Run 1, logic cells by family:
The bar under the picture is 20 µm long.
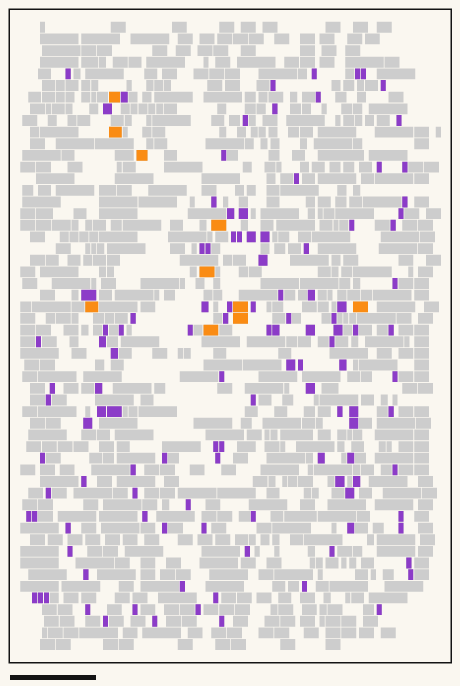
Run 1, routed metal, one color a layer:
The bar under the picture is 20 µm long.
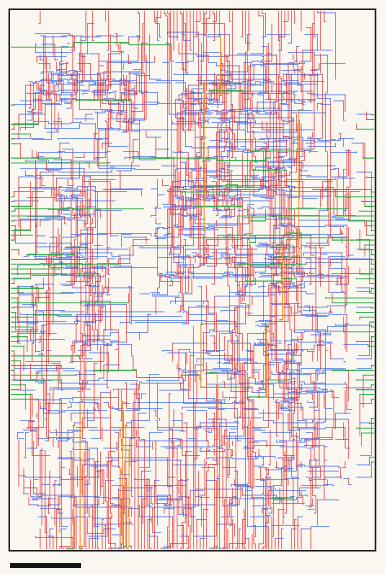
Run 1, track usage over the die:
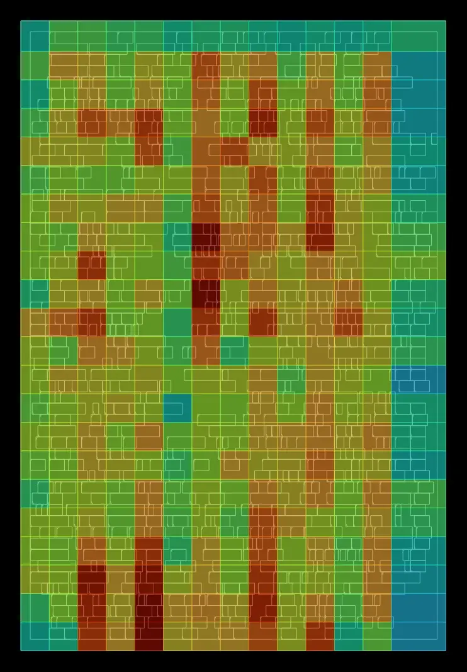
**src/rtl/fetch_ifid_stage.sv**
```systemverilog
// Instruction-fetch stage: program counter, instruction-memory address and the
// IF/ID pipeline register, with hold (load-use) and flush (redirect) control
// plus saturating debug counters for both events.
module fetch_ifid_stage #(
  parameter logic [31:0] PC_RESET = 32'h0000_0000,
  parameter int          CNT_W    = 16
) (
  input  logic             clk,
  input  logic             reset,
  input  logic             hold_sig,
  input  logic             branch_taken,
  input  logic [31:0]      branch_target,
  input  logic [31:0]      imem_rdata,
  output logic [31:0]      imem_addr,
  output logic [31:0]      pc,
  output logic [31:0]      ifid_instr,
  output logic [31:0]      ifid_pc_plus4,
  output logic             ifid_valid,
  output logic [CNT_W-1:0] stall_count,
  output logic [CNT_W-1:0] flush_count
);

  localparam logic [CNT_W-1:0] CNT_MAX = '1;

  // The single action taken on each rising edge, in priority order.
  typedef enum logic [1:0] {
    ACT_ADVANCE,
    ACT_HOLD,
    ACT_FLUSH
  } action_e;

  action_e          action;
  logic [31:0]      pc_q, pc_d;
  logic [31:0]      instr_q, instr_d;
  logic [31:0]      pc_plus4_q, pc_plus4_d;
  logic             valid_q, valid_d;
  logic [CNT_W-1:0] stall_q, stall_d;
  logic [CNT_W-1:0] flush_q, flush_d;
  logic [31:0]      pc_next_seq;

  // Redirect targets are forced word-aligned, so the low bits carry no information.
  logic unused_target_bits;
  assign unused_target_bits = ^branch_target[1:0];

  // Sequential fetch address; 32-bit modulo so 0xFFFF_FFFC wraps to 0.
  assign pc_next_seq = pc_q + 32'd4;

  // Pick the edge action: a redirect beats a hold because the redirecting
  // instruction is older than the stalled one. An X hold is deliberately not filtered.
  always_comb begin
    action = ACT_ADVANCE;
    if (branch_taken)   action = ACT_FLUSH;
    else if (!hold_sig) action = ACT_HOLD;
  end

  // Next-state for PC, IF/ID and counters according to the chosen action.
  always_comb begin
    // NOTE: every variable gets its hold value first so no path leaves it unassigned (no latch).
    pc_d       = pc_q;
    instr_d    = instr_q;
    pc_plus4_d = pc_plus4_q;
    valid_d    = valid_q;
    stall_d    = stall_q;
    flush_d    = flush_q;
    unique case (action)
      ACT_FLUSH: begin
        pc_d       = {branch_target[31:2], 2'b00};
        instr_d    = 32'h0;
        pc_plus4_d = 32'h0;
        valid_d    = 1'b0;
        if (flush_q != CNT_MAX) flush_d = flush_q + 1'b1;
      end
      ACT_HOLD: begin
        if (stall_q != CNT_MAX) stall_d = stall_q + 1'b1;
      end
      default: begin
        pc_d       = pc_next_seq;
        instr_d    = imem_rdata;
        pc_plus4_d = pc_next_seq;
        valid_d    = 1'b1;
      end
    endcase
  end

  // State registers with asynchronous active-high reset.
  always_ff @(posedge clk or posedge reset) begin
    if (reset) begin
      pc_q       <= PC_RESET;
      instr_q    <= 32'h0;
      pc_plus4_q <= 32'h0;
      valid_q    <= 1'b0;
      stall_q    <= '0;
      flush_q    <= '0;
    end else begin
      // NOTE: non-blocking so every register samples the pre-edge values of the others.
      pc_q       <= pc_d;
      instr_q    <= instr_d;
      pc_plus4_q <= pc_plus4_d;
      valid_q    <= valid_d;
      stall_q    <= stall_d;
      flush_q    <= flush_d;
    end
  end

  assign pc            = pc_q;
  assign imem_addr     = pc_q;
  assign ifid_instr    = instr_q;
  assign ifid_pc_plus4 = pc_plus4_q;
  assign ifid_valid    = valid_q;
  assign stall_count   = stall_q;
  assign flush_count   = flush_q;

endmodule

```
**config.mk**
```make
export PLATFORM = sky130hd
export DESIGN_NAME = fetch_ifid_stage
export DESIGN_NICKNAME = d
export VERILOG_FILES = /design/src/rtl/fetch_ifid_stage.sv
export SDC_FILE = /design/constraint.sdc
export NUM_CORES = 1
export LEC_CHECK = 0
export CORE_ASPECT_RATIO = 1.5
export CORE_MARGIN = 2
export CORE_UTILIZATION = 46
export DETAILED_ROUTE_END_ITERATION = 7
export PLACE_DENSITY_LB_ADDON = 0.12
export SKIP_CTS_REPAIR_TIMING = 1
export SKIP_LAST_GASP = 1
export SYNTH_ARGS = -nofsm -noshare
export SYNTH_HDL_FRONTEND = slang
export SYNTH_SLANG_ARGS = --single-unit
```
**constraint.sdc**
```tcl
create_clock -name clk -period 5.4 [get_ports clk]
set_input_delay 0.54 -clock clk [delete_from_list [all_inputs] [get_ports clk]]
set_output_delay 0.54 -clock clk [all_outputs]
set_load 0.02 [all_outputs]
```
==> impl_metrics.tcl, run 1 <==
# place-and-route summary
set metrics [dict create \
    cts_made_buffers 17 \
    ys_sh_mux_pct 5.55 \
    hold_path_class "reg2reg" \
    h-tree-depth 4 \
    dr.max_layer_used "met4" \
    rr_endpoint "ifid_pc_plus4[28]$_DFFE_PP0N_" \
    preCtsSetupSlack_ns 2.52 \
    clock_latency_ns 0.41 \
    critPathBufInv 0 \
    io-pin-count 229 \
    pwr-share-comb_pct 24.0 \
    synthesis.area_um2 6740 \
    top_area_share_pct 46.8 \
    powerDensity_nw_per_um2 323 \
    busiest_layer "met2" \
    maxCapViolations 0 \
    aoi_share_pct 11.2 \
    edf_count 0 \
    ys_sh_xor_pct 6.23 \
    vias 5916 \
    nFlopsAndLatches 126 \
    cpPeakStageDelay_ns 0.80 \
    p_sw_uw 961 \
    post-route-min-period_ns 2.71 \
    grt_overflow 0 \
    clk_share_pct 6.06 \
    p_clk_share_pct 36.3 \
    final_nets 928 \
    outcome "finished, final reports clean" \
    die_h_um 152 \
    largest_cell_class "sequential cells" \
    synth_seq_share_pct 46.8 \
    ir_worst_vdd_uv 271 \
    dp_hpwl_mm 12.8 \
    cts.sinks 126 \
    num_rows 54 \
    well_tap_count 196 \
    drive_gt1_share_pct 6.21 \
    regToRegSetupSlack_ns 2.69 \
    drtIter0Drc 239 \
    fp_util_pct 46.6 \
    leakagePower_nw 3.81 \
    hold_start "stall_count[6]$_DFFE_PP0P_" \
    synth_adder_area_share_pct 0.557 \
    fillCellCount 1256 \
    hold_viol 0 \
    hold_ws_ns 0.486 \
    total_power_mw 3.00 \
    nMultiInputCombCells 479 \
    synth_cell_types 55 \
    antenna_left 0 \
    met3_usage_pct 5.60 \
    design_area_um2 9290 \
    warnings 28 \
    diodes 0 \
    critPathKind "reg2reg" \
    internal_power_mw 2.04 \
    cp-start-kind "register" \
    r2r_start "imem_addr[17]$_DFFE_PP0N_" \
    portBuffers 222 \
    netlist_logic_family_top "simple AND/OR/NAND/NOR gates" \
    crit_arrival_ns 3.01 \
    synth_dominant_cell_count "dfrtp_1" \
    regArea_um2 3150 \
    buffers_excl_clock 227 \
    p_seq_share_pct 39.7 \
    r2r_cells 4 \
    dr.pass1.iters 5 \
    wl_met3_mm 1.12 \
    dieArea_um2 15700 \
    met2_length_mm 9.52 \
    inv_count 6 \
    synthArstFlopShare_pct 100 \
    whs_path_depth 1 \
    worstSetupEndpoint "ifid_pc_plus4[28]$_DFFE_PP0N_" \
    critPathTopFamily "simple AND/OR/NAND/NOR gates" \
    swShare_pct 32.1 \
    ys_warn_count 0 \
    layout_setup_ws_ns 2.69 \
    rsz0062_at_grt "no" \
    ff_type "dfrtp_1" \
    ys.flops 126 \
    clockBufferCount 18 \
    cts_root_buf "clkbuf_16" \
    critPathLaunch "imem_addr[17]$_DFFE_PP0N_" \
    cp_slowest_cell "or4_1" \
    simple_gate_area_share_pct 21.5 \
    avgViaCountPerCell 5.55 \
    grt_max_degree 83 \
    clock_skew_ns 0.00987 \
    synthToLayoutAreaGrowth_pct 37.8 \
    setup_viol 0 \
    grt_pass1_wl_mm 29.6 \
    wl_met1_mm 7.20 \
    finalCritPeriodShare_pct 50.1 \
    worstPathMaxFanout 14 \
    cts_tree "built" \
    tightest_slew_ns 1.04 \
    synth_area_per_cell_um2 9.79 \
    critPathRequiredTime_ns 5.71 \
    topCellsByArea "dfrtp_1, mux2i_1, nor2_1" \
    die_x_um 103 \
    clkTransAtPathRegs_ns 0.06 \
    crit_cells 4 \
    hold_path_end "stall_count[6]$_DFFE_PP0P_" \
    relSlewSlack_pct 30.8 \
    ys_area_um2 6740 \
    core_um2 14500 \
    signal_buffer_area_fraction_pct 24.3 \
]
About 'logic cells by family':
non-inverting ao/oa cells: marked orange, cells 10, where center. nor cells: marked purple, cells 118, where all over the die.
fraction of area in multi-input gates: 32.8%
Commonest Layout Cell: clkdlybuf4s50_1
Final Non-Filler Cells: 1066

About 'routed metal, one color a layer':
metal 2: marked red, wire length 9520 µm. metal 4: marked orange, wire length 493 µm. metal 3: marked green, wire length 1120 µm. metal 1: marked blue, wire length 7200 µm.
routed len/inst: 17.2 µm
WL final: 18.3 mm
GR Util All Layers: 23.9%

About 'track usage over the die':
Layout Utilization: 64.3%
grt met2 use: 40.2%

[run 1: flip-flops by register name, indices dropped and copies added (netlist names)]
signal	flops
ifid_instr	32
ifid_pc_plus4	31
imem_addr	30
flush_count	16
stall_count	16
ifid_valid	1
[run 1: power by group through the flow]
| stage | clock (mW) | combinational [mW] | sequential [mW] |
|---|---|---|---|
| 3_3_place_gp | 0 | 0.715 | 1.20 |
| 6_report | 1.09 | 0.719 | 1.19 |
| 3_5_place_dp | 0 | 0.724 | 1.20 |
| 4_1_cts | 1.11 | 0.727 | 1.19 |
| 2_1_floorplan | 0 | 0.310 | 1.28 |
| 5_1_grt | 1.15 | 0.778 | 1.21 |
Run 1, clock distribution:
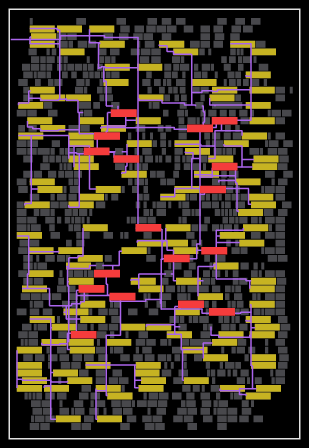

==> run 2: changes to the inputs <==
==> constraint.sdc (replaced) <==
create_clock -name clk -period 2.5 [get_ports clk]
set_input_delay 0.25 -clock clk [delete_from_list [all_inputs] [get_ports clk]]
set_output_delay 0.25 -clock clk [all_outputs]
set_load 0.02 [all_outputs]
Run 2, clock distribution:
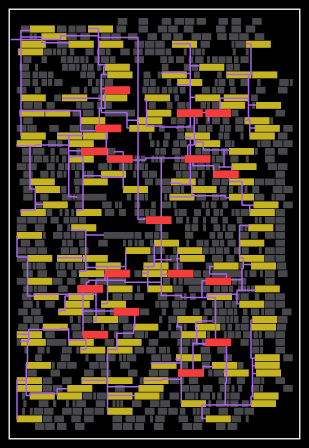
flip-flops: marked yellow, count 126. clock wires: marked purple, length 1650 µm. clock drivers: marked red, count 17.
There are 18 routed clock nets.
Setup Skew: 0.00969 ns
share of power burned in the clock network: 39.8%
clk pwr: 2.75 mW

==> impl_metrics.tcl, run 2 <==
# place-and-route summary
set metrics [dict create \
    cts_tree "built" \
    crit_arrival_ns 2.59 \
    powerDensity_nw_per_um2 722 \
    hold_start "hold_sig" \
    die_x_um 103 \
    post-route-min-period_ns 2.28 \
    inv_count 6 \
    leakagePower_nw 3.98 \
    whs_path_depth 2 \
    drive_gt1_share_pct 8.94 \
    seq_cell_power_mw 2.54 \
    endpoint_kind "register" \
    hold_path_end "ifid_pc_plus4[4]$_DFFE_PP0N_" \
    sh_seq_area_pct 32.9 \
    yosysCellCount 689 \
    worstSetupEndpoint "ifid_pc_plus4[20]$_DFFE_PP0N_" \
    place_area_um2 8930 \
    hold_viol 0 \
    buffers_excl_clock 252 \
    grt_pass1_wl_mm 30.1 \
    rsz0062_at_grt "no" \
    synthArstFlopShare_pct 100 \
    h-tree-depth 4 \
    synth_seq_share_pct 46.8 \
    layout_setup_ws_ns 0.216 \
    track_usage_pct 24.4 \
    critPathTopFamily "simple AND/OR/NAND/NOR gates" \
    num_rows 54 \
    nFlopsAndLatches 126 \
    crit_cells 5 \
    synthToLayoutAreaGrowth_pct 42.3 \
    ys_top_cells_by_count "dfrtp_1, nor2_1, nand2_1, buf_4, mux2i_1" \
    mostFrequentLayoutCells "clkdlybuf4s50_1, dfrtp_1, nor2_1" \
    design_area_um2 9590 \
    cts_made_buffers 17 \
    warnings 28 \
    relSlewSlack_pct 52.7 \
    hold_ws_ns 0.184 \
    avgViaCountPerCell 5.52 \
    final_nets 953 \
    drc 0 \
    clkTransAtPathRegs_ns 0.05 \
    hold_path_class "in2reg" \
    stdcell_count 1091 \
    ff_type "dfrtp_1" \
    p_sw_mw 2.05 \
    regToRegSetupSlack_ns 0.22 \
    regArea_um2 3150 \
    pg_comb_mw 1.63 \
    synth_cells 689 \
    dp_hpwl_mm 13.4 \
    portBuffers 222 \
    topCellsByArea "dfrtp_1, mux2i_1, nor2_1" \
    largest_reg_flops 32 \
    final.setup.tns_ns 0 \
    setup_viol 0 \
    worstPathMaxFanout 10 \
    clock_latency_ns 0.41 \
    r2r_start "imem_addr[2]$_DFFE_PP0N_" \
    drtIter0Drc 367 \
    lay_top_count "clkdlybuf4s50_1" \
    finalCritPeriodShare_pct 91.4 \
    cp-start-kind "register" \
    vias 6025 \
    wl_per_cell_um 17.1 \
    grt_pass1_vias 5904 \
    fillCellCount 1212 \
    cts.sinks 126 \
    tightest_slew_ns 0.709 \
    largest_cell_class "sequential cells" \
    r2r_cells 5 \
    top_area_share_pct 46.8 \
    p_seq_share_pct 36.6 \
    combGateArea_um2 3050 \
    edf_count 0 \
    critPathKind "reg2reg" \
    dr.pass1.iters 5 \
    antenna_found_initial 0 \
    top_power_group "clock" \
    ys_warn_count 0 \
    synth_area_per_cell_um2 9.79 \
    grt_overflow 0 \
    critPathLaunch "imem_addr[2]$_DFFE_PP0N_" \
    cts_root_buf "clkbuf_16" \
    antenna_left 0 \
    comb_share_pct 31.8 \
    nMultiInputCombCells 479 \
    well_tap_count 196 \
    rr_endpoint "ifid_pc_plus4[20]$_DFFE_PP0N_" \
    drt-total-wl_mm 18.6 \
    yosys.area.top_type "dfrtp_1" \
    diodes 0 \
    pwr-share-comb_pct 23.6 \
    synth_cell_types 55 \
    maxCapViolations 0 \
    io-pin-count 229 \
    cpPeakStageDelay_ns 0.72 \
    signal_buffer_area_fraction_pct 25.6 \
    path_cells "ha_1, nand4_4, or4_1, or3_1, a311oi_1" \
    clockBufferCount 19 \
    ys.flops 126 \
    ys_area_um2 6740 \
    preCtsSetupSlack_ns 0.231 \
    ir_worst_vdd_uv 641 \
    outcome "finished, final reports clean" \
    drv_slew 0 \
    cp_slowest_cell "or4_1" \
    critPathBufInv 0 \
    grt_max_degree 71 \
    critPathRequiredTime_ns 2.81 \
    internal_power_mw 4.87 \
    dieArea_um2 15700 \
    clockBufferDepth 2 \
    clk_share_pct 6.91 \
    fmax_mhz 438 \
    total_power_mw 6.92 \
    dp_cells 1059 \
    synth_dominant_cell_count "dfrtp_1" \
    swShare_pct 29.6 \
    die_h_um 152 \
    place_congestion 0.872 \
    synthesis.area_um2 6740 \
]
Run 2, local utilization:
10 x 15 tiles, from dark blue (low) to red (high), 0 to 100% covered.
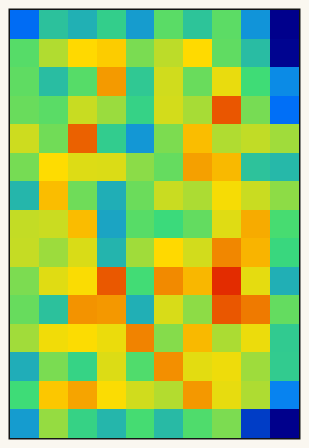
2.0% of the tiles are nearly empty. 19% of the tiles are over 75% full. The fullest tile reaches 95%. The mean over all tiles is 60%. The emptiest ninth of the die: upper right.
Core Util at FP: 46.6%
Core Footprint: 14500 µm²
Layout Utilization: 66.3%

## run 2: cell counts after synthesis
Identical to the previous run, type by type.
## run 2: kinds of logic after synthesis
kind of cell,share of synthesized area (%)
buffers and inverters,8.16
other,0.0556
AOI/OAI and AO/OA,11.2
adders and majority gates,0.557
and+or+nand+nor,21.5
xor gates and xnor gates,6.23
DFF,46.8
muxes,5.55
## run 2: routing by layer
layer	track usage (%)	vias to the layer above	wire [µm]	part of all wire, %
met2	41.4	202	9700	52
met4	9.90	0	541	2.9
met5	0	-	0	0
met3	5.55	35	1060	5.7
li1	-	2855	-	-
met1	29.4	2933	7330	39
Power and IR drop assume default switching activity.
